**Signal wires on met1**

Bar = 50 µm. Supply wires on this layer in grey.
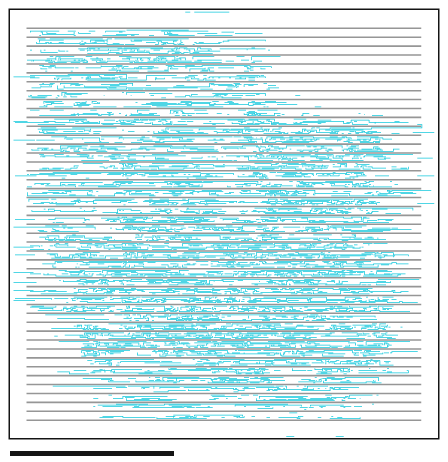
**Met2 routing**

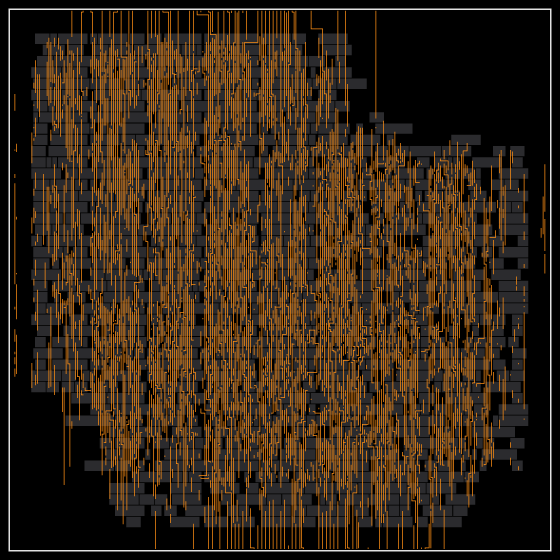
**M3 wires**

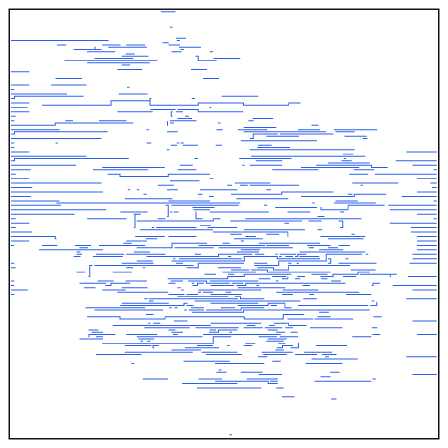
**Signal wires on met4**

Supply wires on this layer in grey.
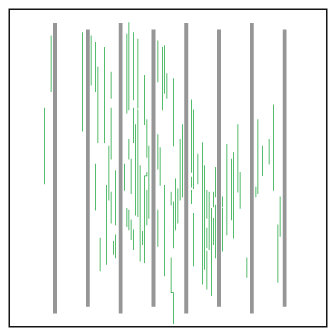
Design fetch_unit, sky130hd; sources not shown.
==> ci_impl_report.md <==
## PnR job results

| Metric | Value |
|---|---|
| Status | `finished, violations left` |
| Failing checks | `negative setup slack` |
| P_sw | `3.19 mW` |
| Delay-heaviest family, CP | `buffers and inverters` |
| Sequential area share after synthesis | `29.3%` |
| Layout fillers | `884` |
| MUX area fraction | `3.66%` |
| Area leader, netlist | `dfxtp_1` |
| TritonCTS clock tree | `yes` |
| Register share of total power | `30.1%` |
| Share of layout cells above drive strength 1 | `34.7%` |
| Die W | `131 µm` |
| Avg Inst Size Synth | `7.23 µm²` |
| Hold Crit Depth | `2` |
| Commonest cells post-synth | `nand2_1 (115), dfxtp_1 (98), nor2_1 (84)` |
| Cell depth of the worst setup path | `9` |
| Top cells, area | `dfxtp_1 (29%), nand2_1 (6.4%), a21oi_1 (6.2%)` |
| Final setup vio count | `53` |
| H-tree depth | `3` |
| Drt pass-1 iters | `8` |
| Switching share of power | `45.1%` |
| Area fraction in compound gates | `30.2%` |
| CP startpoint kind | `flip-flop` |
| Internal power | `3.88 mW` |
| Final min period | `2.54 ns` |
| Yosys xor share | `2.48%` |
| Synth logic family | `AND-OR/OR-AND gates` |
| Crit Path Max Fanout | `7` |
| Leak | `4.01 nW` |
| Final WS setup | `-0.145 ns` |
| Yosys stat chip area | `6700 µm²` |
| Most frequent cell after synthesis | `nand2_1` |
| Max frequency | `0.393 GHz` |
| Max-capacitance violation count | `0` |
| Antenna diodes | `0` |
| Ys flop type | `dfxtp_1` |
| Synthesis-to-finish area growth | `65.6%` |
| Clock-pin transition on the worst setup and hold timing paths | `0.08 ns` |
| Initial antenna violation count | `0` |
| FFs w/ async S/R, synth | `0%` |
| Arrival @ worst endpoint | `2.15 ns` |
| Antenna viol nets, final | `0` |
| Syn nets | `1002` |
| Tool Warnings | `35` |
| Post-Syn Area | `6700 µm²` |
| Core area | `14400 µm²` |
| Syn Inst Count | `927` |
| Place WS | `0.0895 ns` |
| Chip Height | `131 µm` |
| Fp_density | `46.5%` |
Back to the opening pictures, 'signal wires on met1':
share of all routed wire: 36%
wire length on this layer: 11000 µm
main direction: horizontal
longest straight run: 45.1 µm
routing usage on met1: 40.7%
routed wire length: 30.9 mm
vias after detailed routing: 8870

Back to the opening pictures, 'met2 routing':
wire length on this layer: 14000 µm
main direction: vertical
share of all routed wire: 45%
longest straight run: 42.3 µm
met2 usage in global routing: 49.8%

Back to the opening pictures, 'M3 wires':
share of all routed wire: 13%
longest straight run: 55.9 µm
met3 usage: 9.47%

Back to the opening pictures, 'signal wires on met4':
main direction: vertical
longest straight run: 58.5 µm
wire length on this layer: 1810 µm
share of all routed wire: 5.9%
nets with wire on the layer: 75

[through the flow]
stage                     hold slack [ns]  setup TNS, ns  instance area [µm²]  cells  util, %
after floorplan                     0.214         -0.882                 7290    927        -
after global placement              0.292              0                 9990   1256     69.3
after detailed placement            0.301              0                 9990   1256     69.3
after CTS                           0.104         -0.181                10500   1278     72.5
after global routing                0.119          -5.54                11100   1308     77.0
final                               0.121          -2.96                11100   1308     77.0
[worst register-to-register path: stages (launching register included)]
cell and delay [ns]:
dfxtp_4 0.40, inv_6 0.05, buf_4 0.13, ha_4 0.19, nor2b_4 0.18, buf_6 0.18
buf_4 0.14, a222oi_1 0.61, nor2_1 0.11, a311oi_1 0.30
[layout make-up]
| type | instances | area, µm² | share of cell area, % |
|---|---|---|---|
| Timing Repair Buffer | 269 | 3380 | 30.5 |
| Sequential cell | 98 | 2040 | 18.3 |
| Tap cell | 184 | 230 | 2.07 |
| Multi-Input combinational cell | 719 | 5040 | 45.4 |
| Clock buffer | 12 | 289 | 2.60 |
| Clock inverter | 4 | 27.5 | 0.248 |
| Inverter | 22 | 90.1 | 0.812 |
[power groups by stage]
stage	Clock, mW	Sequential [mW]	Combinational, mW
after CTS	1.56	2.10	2.96
after detailed placement	0	2.13	2.89
after floorplan	0	2.61	1.48
after global routing	1.64	2.15	3.49
final	1.58	2.13	3.36
after global placement	0	2.12	2.84
[cells by family (layout without fill, tap and decap cells)]
group	Yosys count	after routing
AND-OR/OR-AND	303	303
XOR/XNOR	19	19
adder cells (fa/ha/maj)	6	6
buffers and inverters	110	307
flip-flops	98	98
multiplexers	23	23
AND/OR/NAND/NOR	368	368
[layer usage]
| metal | up-vias | track usage (%) | wire length, µm |
|---|---|---|---|
| met5 | - | 0 | 0 |
| met4 | 0 | 12.5 | 1810 |
| met3 | 190 | 9.47 | 4130 |
| met2 | 790 | 49.8 | 14000 |
| met1 | 4093 | 40.7 | 11000 |
| li1 | 3797 | - | - |
[cell usage in the layout (no fill, tap or decap), types with 7 or more instances in the layout]
master           count
o21a_1               7
and3_1               8
clkdlybuf4s50_1     64
a22o_1               7
buf_6               13
dfxtp_1             72
nor3_1              27
and2_4              27
o211ai_1             8
nand4_1             14
o21ai_0             53
buf_4              102
nor4_1              10
mux2i_1             11
dfxtp_4             17
dfxtp_2              9
a22oi_1             16
xnor2_1             15
buf_12              78
nor2_4              32
mux2_2              12
a22oi_2             26
nor2_1              51
nand3_1             28
a221oi_1            15
nand2b_1             8
inv_1               20
clkbuf_16           18
a21oi_1             82
nor4_4               7
nand2_1            111
o22ai_1             13
a221o_1              8
[repair_timing]
action                                  4_1_cts  5_1_grt
endpoints found under the setup margin       66       78
resized                                      16       69
hold buffers                                  0        0
buffers inserted                              4       21
cloned                                        2        9
endpoints found under the hold margin         0        0
pin swaps                                     7       25
No activity file was given, so power comes from the tool's default toggle rates.
